--- config.mk ---
export PLATFORM = sky130hd
export DESIGN_NAME = alu_result_unit
export DESIGN_NICKNAME = d
export VERILOG_FILES = /design/src/rtl/alu_pkg.sv /design/src/rtl/result_fifo.sv /design/src/rtl/alu_result_unit.sv
export SDC_FILE = /design/constraint.sdc
export NUM_CORES = 1
export LEC_CHECK = 0
export ABC_AREA = 1
export CAP_MARGIN = 20
export CORE_MARGIN = 5
export CORE_UTILIZATION = 25
export DETAILED_ROUTE_END_ITERATION = 10
export HOLD_SLACK_MARGIN = 0.02
export PLACE_DENSITY = 0.4
export SLEW_MARGIN = 20
export SYNTH_ARGS = -nofsm -noshare
export SYNTH_HDL_FRONTEND = slang
export SYNTH_SLANG_ARGS = --single-unit
--- constraint.sdc ---
create_clock -name clk -period 3.35 [get_ports clk]
set_clock_uncertainty 0.1 [all_clocks]
set_input_delay 0.335 -clock clk [delete_from_list [all_inputs] [get_ports clk]]
set_output_delay 0.335 -clock clk [all_outputs]
set_load 0.01 [all_outputs]
--- src/rtl/alu_pkg.sv ---
// ---------------------------------------------------------------------------
// alu_pkg
//   Shared definitions for the ALU result path: default datapath width,
//   bit positions inside the 4-bit flag vector, the flag vector type and a
//   helper that derives a flag vector from one ALU result.
//
//   Flag vector layout (MSB..LSB): {carry, ovf, neg, zero}
// ---------------------------------------------------------------------------
package alu_pkg;

  // Default width of results, accumulator and FIFO data entries.
  localparam int ALU_WIDTH = 16;

  // Bit positions inside the flag vector.
  localparam int FLAG_ZERO  = 0;
  localparam int FLAG_NEG   = 1;
  localparam int FLAG_OVF   = 2;
  localparam int FLAG_CARRY = 3;

  // Number of flag bits stored alongside every FIFO entry.
  localparam int FLAG_BITS = 4;

  typedef logic [FLAG_BITS-1:0] flags_t;

  // Builds the flag vector for a result. The sign bit is passed in
  // separately so the function stays independent of the datapath width.
  function automatic flags_t make_flags(input logic is_zero,
                                        input logic sign_bit,
                                        input logic carry,
                                        input logic ovf);
    flags_t f;
    f             = '0;
    f[FLAG_ZERO]  = is_zero;
    f[FLAG_NEG]   = sign_bit;
    f[FLAG_OVF]   = ovf;
    f[FLAG_CARRY] = carry;
    return f;
  endfunction

endpackage

--- src/rtl/result_fifo.sv ---
// ---------------------------------------------------------------------------
// result_fifo
//   Small synchronous FIFO holding ALU results together with their flags.
//   The head entry is always presented on pop_data straight from storage
//   at the read pointer, so a pushed entry is visible one edge after the push
//   when the FIFO was empty.
//
//   Ports
//     clk        rising-edge clock
//     rst_n      asynchronous active-low reset (clears pointers and count)
//     push       write push_data at the write pointer (ignored when full)
//     push_data  entry to write
//     pop        advance the read pointer (ignored when empty)
//     pop_data   entry at the read pointer
//     full       count == DEPTH
//     empty      count == 0
//     count      number of occupied entries
// ---------------------------------------------------------------------------
module result_fifo #(
  parameter int WIDTH = 20,
  parameter int DEPTH = 4
) (
  input  logic                       clk,
  input  logic                       rst_n,
  input  logic                       push,
  input  logic [WIDTH-1:0]           push_data,
  input  logic                       pop,
  output logic [WIDTH-1:0]           pop_data,
  output logic                       full,
  output logic                       empty,
  output logic [$clog2(DEPTH):0]     count
);

  localparam int PW = $clog2(DEPTH);
  localparam int CW = PW + 1;

  logic [WIDTH-1:0] mem [DEPTH];
  logic [PW-1:0]    wr_ptr;
  logic [PW-1:0]    rd_ptr;

  logic do_push;
  logic do_pop;

  assign full     = (count == CW'(DEPTH));
  assign empty    = (count == '0);
  assign do_push  = push && !full;
  assign do_pop   = pop && !empty;
  assign pop_data = mem[rd_ptr];

  // Storage is written only on an accepted push and is deliberately left
  // out of reset; stale contents are unreachable once the count is zero.
  always_ff @(posedge clk) begin
    if (do_push) begin
      mem[wr_ptr] <= push_data;
    end
  end

  // Pointers wrap naturally because DEPTH is a power of two. A push and a
  // pop on the same edge advance both pointers and leave the count alone.
  always_ff @(posedge clk or negedge rst_n) begin
    if (!rst_n) begin
      wr_ptr <= '0;
      rd_ptr <= '0;
      count  <= '0;
    end else begin
      if (do_push) begin
        wr_ptr <= wr_ptr + 1'b1;
      end
      if (do_pop) begin
        rd_ptr <= rd_ptr + 1'b1;
      end
      case ({do_push, do_pop})
        2'b10:   count <= count + 1'b1;
        2'b01:   count <= count - 1'b1;
        default: count <= count;
      endcase
    end
  end

endmodule

--- src/rtl/alu_result_unit.sv ---
// ---------------------------------------------------------------------------
// alu_result_unit
//   Collects ALU results: derives flags, maintains an accumulator with a
//   sticky overflow bit and a running result count, and queues every
//   accepted result (with its flags) in an output FIFO.
//
//   Ports
//     clk         rising-edge clock
//     rst_n       asynchronous active-low reset
//     res_valid   ALU result offered this cycle
//     res_data    ALU result value
//     res_carry   adder carry-out
//     res_ovf     adder signed overflow
//     res_ready   unit can accept a result (FIFO not full)
//     acc_we      load the accepted result into the accumulator
//     acc_clr     clear accumulator and sticky overflow (wins over acc_we)
//     acc_val     accumulator value
//     flags       {carry, ovf, neg, zero} of the last accepted result
//     ovf_sticky  set by any accepted result with overflow
//     out_valid   FIFO head valid
//     out_data    FIFO head result
//     out_flags   flags stored with the FIFO head
//     out_ready   consumer takes the head
//     fifo_count  occupied FIFO entries
//     res_cnt     number of accepted results, wraps at 16 bits
// ---------------------------------------------------------------------------
module alu_result_unit
  import alu_pkg::*;
#(
  parameter int WIDTH = ALU_WIDTH,
  parameter int DEPTH = 4
) (
  input  logic                   clk,
  input  logic                   rst_n,
  input  logic                   res_valid,
  input  logic [WIDTH-1:0]       res_data,
  input  logic                   res_carry,
  input  logic                   res_ovf,
  output logic                   res_ready,
  input  logic                   acc_we,
  input  logic                   acc_clr,
  output logic [WIDTH-1:0]       acc_val,
  output logic [3:0]             flags,
  output logic                   ovf_sticky,
  output logic                   out_valid,
  output logic [WIDTH-1:0]       out_data,
  output logic [3:0]             out_flags,
  input  logic                   out_ready,
  output logic [$clog2(DEPTH):0] fifo_count,
  output logic [15:0]            res_cnt
);

  localparam int EW = WIDTH + FLAG_BITS;

  logic           accept;
  flags_t         new_flags;
  logic           fifo_full;
  logic           fifo_empty;
  logic [EW-1:0]  fifo_head;
  logic           pop;

  // res_ready depends only on occupancy, never on out_ready, so a full FIFO
  // refuses a new result even if the head is being drained on the same edge.
  assign res_ready = !fifo_full;
  assign out_valid = !fifo_empty;
  assign accept    = res_valid && res_ready;
  assign pop       = out_valid && out_ready;

  assign new_flags = make_flags((res_data == '0), res_data[WIDTH-1],
                                res_carry, res_ovf);

  assign out_flags = fifo_head[EW-1 -: FLAG_BITS];
  assign out_data  = fifo_head[WIDTH-1:0];

  result_fifo #(
    .WIDTH (EW),
    .DEPTH (DEPTH)
  ) u_fifo (
    .clk       (clk),
    .rst_n     (rst_n),
    .push      (accept),
    .push_data ({new_flags, res_data}),
    .pop       (pop),
    .pop_data  (fifo_head),
    .full      (fifo_full),
    .empty     (fifo_empty),
    .count     (fifo_count)
  );

  // Accumulator: a clear takes priority over a load on the same edge.
  always_ff @(posedge clk or negedge rst_n) begin
    if (!rst_n) begin
      acc_val <= '0;
    end else if (acc_clr) begin
      acc_val <= '0;
    end else if (accept && acc_we) begin
      acc_val <= res_data;
    end
  end

  // Sticky overflow: an overflowing result accepted on the same edge as a
  // clear must still be remembered, so the set beats the clear here.
  always_ff @(posedge clk or negedge rst_n) begin
    if (!rst_n) begin
      ovf_sticky <= 1'b0;
    end else if (accept && res_ovf) begin
      ovf_sticky <= 1'b1;
    end else if (acc_clr) begin
      ovf_sticky <= 1'b0;
    end
  end

  // Flags of the last accepted result; held while nothing is accepted.
  always_ff @(posedge clk or negedge rst_n) begin
    if (!rst_n) begin
      flags <= '0;
    end else if (accept) begin
      flags <= new_flags;
    end
  end

  // Accepted-result counter, wraps modulo 2^16.
  always_ff @(posedge clk or negedge rst_n) begin
    if (!rst_n) begin
      res_cnt <= '0;
    end else if (accept) begin
      res_cnt <= res_cnt + 16'd1;
    end
  end

endmodule
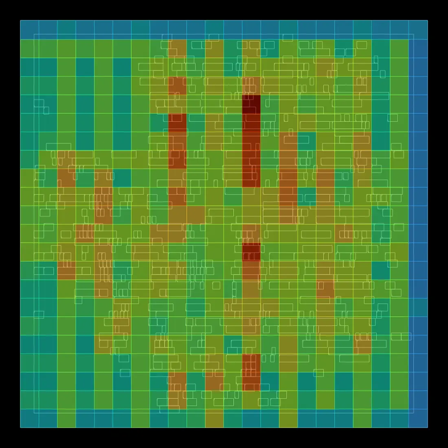
(routing congestion)
met2 track utilization from global routing: 18.0%
global-route track usage on met1: 14.8%
busiest layer in global routing: met2

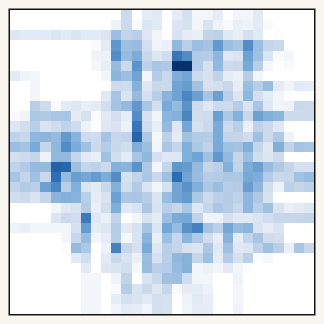
(signal metal coverage by tile)
Drawn at 2 px/um. The die is cut into 30 by 30 equal tiles; white is low, dark blue is high, scaled to the fullest tile. Values are wire area over tile area, all layers added.
nearly empty tiles = 27%
fullest tile = 0.46
tiles over half the peak = 6.9%
mean over tiles = 0.090

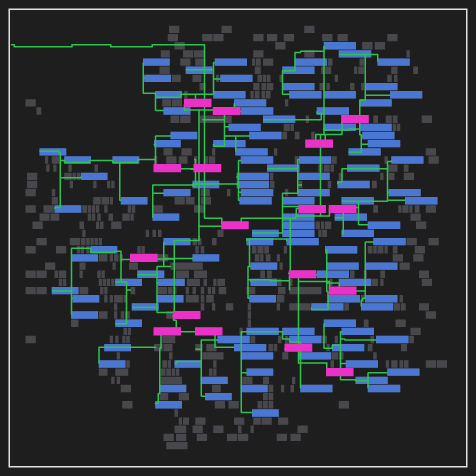
(clock wires, drivers and flops)
Drawn at 3 px/um.
magenta -> clock-net drivers  # count 17
green -> clock wires  # length 1,590 um
blue -> flip-flops  # count 120
routed clock nets = 18

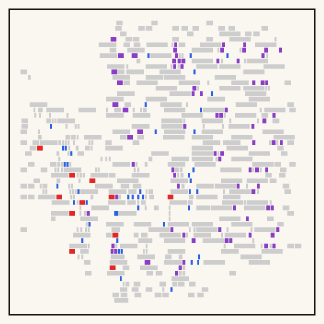
(logic cells by family)
Drawn at 2 px/um.
blue -> inv cells  # cells 43
red -> xor and xnor cells  # cells 11
purple -> aoi and oai cells  # cells 79
logic gate fraction of the total cell area: 20.5%
Final Non-Filler Cells: 811

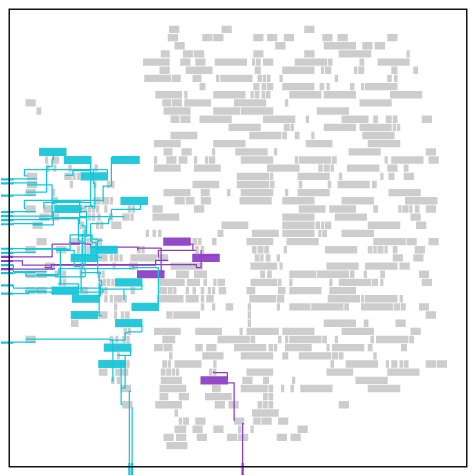
(wires at chosen ports, followed through buffers)
Drawn at 3 px/um.
cyan -> res_cnt  # bits 16, direction output, edge 14 left, 2 bottom, end cells 16, buffers 16, wire 915 um
purple -> flags  # bits 4, direction output, edge 3 left, 1 bottom, end cells 4, buffers 4, wire 259 um
count of input and output buffers: 85
I/O pin count: 86

==> results_slide.txt <==
Synthesis and Place & Route Summary

Status
  – Status: finished clean

Setup path
  – Slack of the worst reg-to-reg path: 1250 ps
  – Worst r2r src: u_fifo.count[0]
  – FF-to-FF End: u_fifo.count[2]
  – Critical path arrival: 2290 ps

Synth
  – Count of instantiated cells in the yosys netlist: 431

Global route
  – Global-route wire length before repair: 20,900 um
  – Number of global-route vias before repair: 3,713
  – Global router's overall resource usage: 11.7%

Power and ir drop
  – Power drawn by the clock network: 1760 uW
  – Sw power: 1810 uW

Final layout
  – Top logic cells by instance count in the layout: clkdlybuf4s50_1 (84), edfxtp_1 (76), nor2_1 (60), nand2_1 (54), o21ai_0 (48)
  – Comb area: 1390 um2
  – Final standard cell area without fillers: 6780 um2
  – Multi-input gate count: 251

Die
  – FP Util: 25.2%
  – Num rows: 52
  – Core area: 20,000 um2

Detailed routing
  – WL met2: 6030 um
  – Highest layer used for signal routing: met4

Place
  – Setup Slack @ Placement: 1020 ps
  – Instance count after placement with tap cells included: 778

Clock network
  – Clk Latency, worst-skew pair: 400 ps
registers in the layout (all words and copies together), names as in the netlist:
register       cells
u_fifo.mem        76
acc_val           16
res_cnt           16
flags              4
u_fifo.count       3
u_fifo.rd_ptr      2
u_fifo.wr_ptr      2
ovf_sticky         1
logic make-up after synthesis:
logic type	after synthesis
AOI/OAI and AO/OA	79
xor gates and xnor gates	11
DFF	120
adders and majority gates	7
buffers and inverters	60
and+or+nand+nor	154
synth_stat cells (2+ instances only):
cell and n:
edfxtp_1 76, nor2_1 60, nand2_1 54, o21ai_0 48, dfrtp_1 44, inv_1 41, o22ai_1 19, nand3_1 12
nand3_2 11, o21ai_2 10, xor2_1 9, clkbuf_1 8, ha_1 6, nand3b_1 6, nand4_1 6, buf_2 5
a21oi_1 2, buf_4 2, nand2_8 2, xnor2_1 2
Power and IR drop assume default switching activity.
